<file path="config.mk">
export PLATFORM = sky130hd
export DESIGN_NAME = pipe_stage_buf
export DESIGN_NICKNAME = d
export VERILOG_FILES = /design/src/rtl/pipe_stage_buf_pkg.sv /design/src/rtl/pipe_stage_buf.sv
export SDC_FILE = /design/constraint.sdc
export NUM_CORES = 1
export LEC_CHECK = 0
export CAP_MARGIN = 20
export CORE_MARGIN = 4
export CORE_UTILIZATION = 53
export CTS_BUF_LIST = sky130_fd_sc_hd__clkbuf_8
export DETAILED_ROUTE_END_ITERATION = 10
export PLACE_DENSITY = 0.84
export SLEW_MARGIN = 20
export SYNTH_ARGS = -nofsm -noshare
export SYNTH_HDL_FRONTEND = slang
export SYNTH_SLANG_ARGS = --single-unit
export TNS_END_PERCENT = 50
</file>
<file path="constraint.sdc">
create_clock -name ACLK -period 2.3 [get_ports ACLK]
set_input_delay 0.69 -clock ACLK [delete_from_list [all_inputs] [get_ports ACLK]]
set_output_delay 0.69 -clock ACLK [all_outputs]
set_load 0.005 [all_outputs]
</file>
<file path="src/rtl/pipe_stage_buf_pkg.sv">
// Shared state encoding and default widths for the two-entry pipeline buffer.
package CPU_buffer_bus;

   localparam int PIPE_BUF_DATA_W  = 64;
   localparam int PIPE_BUF_TRACE_W = 96;

   // The encoding doubles as the entry count driven on occupancy.
   typedef enum logic [1:0] {
      EMPTY = 2'd0,
      BUSY  = 2'd1,
      FULL  = 2'd2
   } pipe_buf_state_e;

   function automatic logic [1:0] pipe_buf_occ(input pipe_buf_state_e s);
      return logic'(s == FULL) ? 2'd2 : ((s == BUSY) ? 2'd1 : 2'd0);
   endfunction

endpackage

</file>
<file path="src/rtl/pipe_stage_buf.sv">
// Two-entry skid buffer (head + skid); optional trace sideband under TRACE_EN.
// Latency: one cycle from in_valid/in_ready to out_valid/out_data.
// Backpressure: in_ready drops only when both entries are held; it depends on registered state alone.
module pipe_stage_buf
   import CPU_buffer_bus::*;
#(
   parameter int DATA_W  = PIPE_BUF_DATA_W,
   parameter int TRACE_W = PIPE_BUF_TRACE_W
) (
   input  logic               ACLK,
   input  logic               ARESET,
   input  logic               flush_en,
   input  logic               stall_en,
   input  logic               in_valid,
   output logic               in_ready,
   input  logic [DATA_W-1:0]  in_data,
   output logic               out_valid,
   input  logic               out_ready,
   output logic [DATA_W-1:0]  out_data,
`ifdef TRACE_EN
   input  logic [TRACE_W-1:0] trace_in,
   output logic [TRACE_W-1:0] trace_out,
`endif
   output logic [1:0]         occupancy
);

   // Trace bits ride in the upper part of each stored entry.
`ifdef TRACE_EN
   localparam int TRACE_BITS = TRACE_W;
`else
   localparam int TRACE_BITS = 0 * TRACE_W;
`endif
   localparam int ENT_W = DATA_W + TRACE_BITS;

   pipe_buf_state_e  state_q, state_d;
   logic [ENT_W-1:0] head_q, head_d;
   logic [ENT_W-1:0] skid_q, skid_d;
   logic [ENT_W-1:0] in_ent;
   logic             in_fire;
   logic             out_fire;

`ifdef TRACE_EN
   assign in_ent    = {trace_in, in_data};
   assign trace_out = head_q[ENT_W-1:DATA_W];
`else
   assign in_ent    = in_data;
`endif

   assign in_ready  = (state_q != FULL);
   assign out_valid = (state_q != EMPTY);
   assign out_data  = head_q[DATA_W-1:0];
   assign occupancy = pipe_buf_occ(state_q);

   assign in_fire  = in_valid & in_ready;
   assign out_fire = out_valid & out_ready & ~stall_en;

   always_comb begin
      state_d = state_q;
      head_d  = head_q;
      skid_d  = skid_q;
      if (flush_en) begin
         state_d = EMPTY;
         head_d  = '0;
         skid_d  = '0;
      end else begin
         case (state_q)
            EMPTY: begin
               if (in_fire) begin
                  state_d = BUSY;
                  head_d  = in_ent;
               end
            end
            BUSY: begin
               if (in_fire && out_fire) begin
                  head_d = in_ent;
               end else if (in_fire) begin
                  state_d = FULL;
                  skid_d  = in_ent;
               end else if (out_fire) begin
                  state_d = EMPTY;
                  head_d  = '0;
               end
            end
            FULL: begin
               if (out_fire) begin
                  state_d = BUSY;
                  head_d  = skid_q;
                  skid_d  = '0;
               end
            end
            default: begin
               state_d = EMPTY;
               head_d  = '0;
               skid_d  = '0;
            end
         endcase
      end
   end

   always_ff @(posedge ACLK) begin
      if (ARESET) begin
         state_q <= EMPTY;
         head_q  <= '0;
         skid_q  <= '0;
      end else begin
         state_q <= state_d;
         head_q  <= head_d;
         skid_q  <= skid_d;
      end
   end

endmodule

</file>
==> results_dict.tcl <==
# flow metrics
set metrics [dict create \
    status "complete, no violations" \
    sh_comb_area 0.411 \
    grt.busiest_layer "met2" \
    place_congestion 0.782 \
    tritoncts "done" \
    num-clock-buffers 19 \
    warnings 26 \
    final-clk-cell-share 0.0551 \
    comb_power_share 0.148 \
    layout_min_cycle_time_ps 2270 \
    finalCritPeriodShare 0.987 \
    hold_violations 0 \
    grt_usage 0.255 \
    grt_use_met2 0.423 \
    cts.clk_slew.worst_paths_ps 70 \
    die_h_um 120 \
    placed_cell_area_sq_mm 0.00817 \
    vias 6546 \
    hpwl_mm 11.8 \
    placed_cells 1021 \
    nNetsFinal 945 \
    drt-total-wl_mm 19.1 \
    rr_endpoint "out_data[33]" \
    r2r_cells 6 \
    power_leader "registers" \
    chipArea_sq_mm 0.0144 \
    crit_path_start "state_q[1]" \
    syn_area_per_cell_sq_um 8.48 \
    netlist_area_sq_mm 0.00663 \
    ctsHoldBuffers 0 \
    wl_per_cell_um 18.1 \
    syn2layout_area_growth_pct 30.9 \
    grtUsageMet1 0.320 \
    slew-limit-headroom 0.533 \
    startpoint_type "flip-flop" \
]
-- worst max-delay path, cell delays in order (launching register included) --
cell	delay, ps
dfxtp_4	380
or2_2	310
clkdlybuf4s50_1	470
-- metrics by stage --
| stage | hold WS (ps) | worst slack, ps |
|---|---|---|
| global placement | 455 | -43.5 |
| floorplan | 449 | 392 |
| CTS | 475 | 19.0 |
| finish | 472 | 30.7 |
| detailed placement | 466 | -99.0 |
| global route | 493 | -0.849 |
-- registers in the layout, indices dropped and copies added (netlist names) --
register  count
out_data     64
skid_q       64
state_q       2
-- Yosys cell counts (2+ instances only) --
master,count
nor2_1,21
buf_2,19
o21ai_0,92
a21oi_1,128
buf_1,5
o21ai_1,55
and3_1,19
dfxtp_1,130
or2_2,2
buf_4,5
buf_6,11
nand4b_1,64
mux2i_1,66
nor2b_1,5
nand2_1,45
clkbuf_1,54
o2bb2ai_1,45
nor4bb_1,2
-- how the worst min path moves through the flow --
| stage | from | endpoint | slack, ps | cells after the start |
|---|---|---|---|---|
| final | out_data[58] | out_data[58] | 470 | 2 |
| after global routing | out_data[46] | out_data[46] | 490 | 2 |
| after CTS | skid_q[4] | skid_q[4] | 470 | 2 |
| after detailed placement | skid_q[56] | skid_q[56] | 470 | 2 |
| after global placement | skid_q[17] | skid_q[17] | 450 | 2 |
| after floorplan | skid_q[10] | skid_q[10] | 450 | 2 |
-- cells by family after synthesis --
logic type / count (synthesis) / share of synthesized area
DFF: 130 / 0.393
muxes: 66 / 0.0997
AOI/OAI and AO/OA: 323 / 0.274
and+or+nand+nor: 167 / 0.160
buffers and inverters: 96 / 0.0734
-- repair_timing --
item,in CTS,in global routing
setup endpoints to repair,4,2
gates resized,1,1
buffers inserted,3,0
pin swaps,0,0
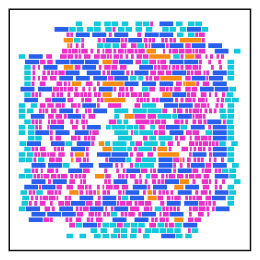
**Above:** placement by cell class.
Scale: 2 px per um.
class	color	cells	share of their area
clock drivers and dummy loads	orange	32	5.6%
remaining logic cells	magenta	557	42%
registers	blue	130	31%
remaining buffers and delay cells	cyan	169	21%
row cnt: 40
Final Util: 0.717
sequential share of cell area: 0.301
Core ar.: 0.0121 sq mm
fin area: 0.00868 sq mm

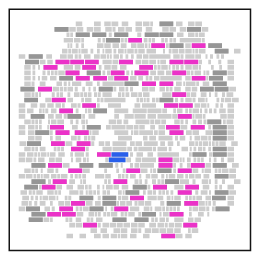
**Above:** sequential cells colored by netlist name.
Scale: 2 px per um. Other sequential cells in the stronger gray, the rest of the logic in the fainter gray.
signal	color	placed flops
state_q	blue	2
skid_q	magenta	64
not colored	64
Power Sequential: 2.33 mW
register area: 0.00261 sq mm

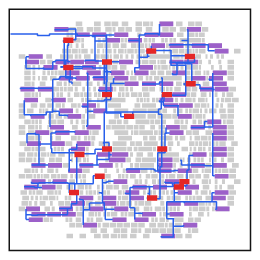
**Above:** clock wires, drivers and flops.
Scale: 2 px per um.
[clock-net drivers] red | count: 17
[clock wires] blue | length: 1540 um
[flip-flops] purple | count: 130
flops lie	spread over the die
routed clock nets	18
Insertion Delay late pin: 440 ps
clock network power: 2.33 mW
Clock Power Share: 0.426
clk_skew: 17.0 ps

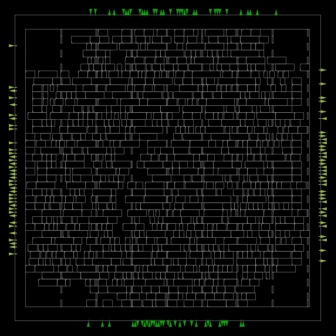
**Above:** cell placement.
# Taps: 168
filler instances: 923
final non-filler cell total: 1056

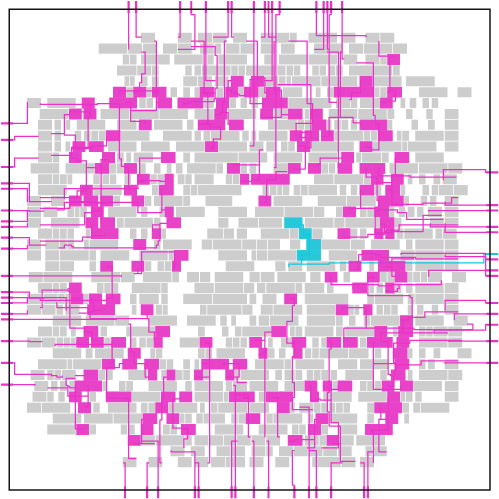
**Above:** nets reached from selected ports.
Scale: 4 px per um.
port	color	bits	direction	edge	end cells	wire
in_data	magenta	64	input	19 left, 17 top, 15 bottom, 13 right	192	2660 um
out_ready	cyan	1	input	right	5	67.4 um
num ports: 138
PortBufs: 137

Power is estimated from default activity; no workload was simulated.
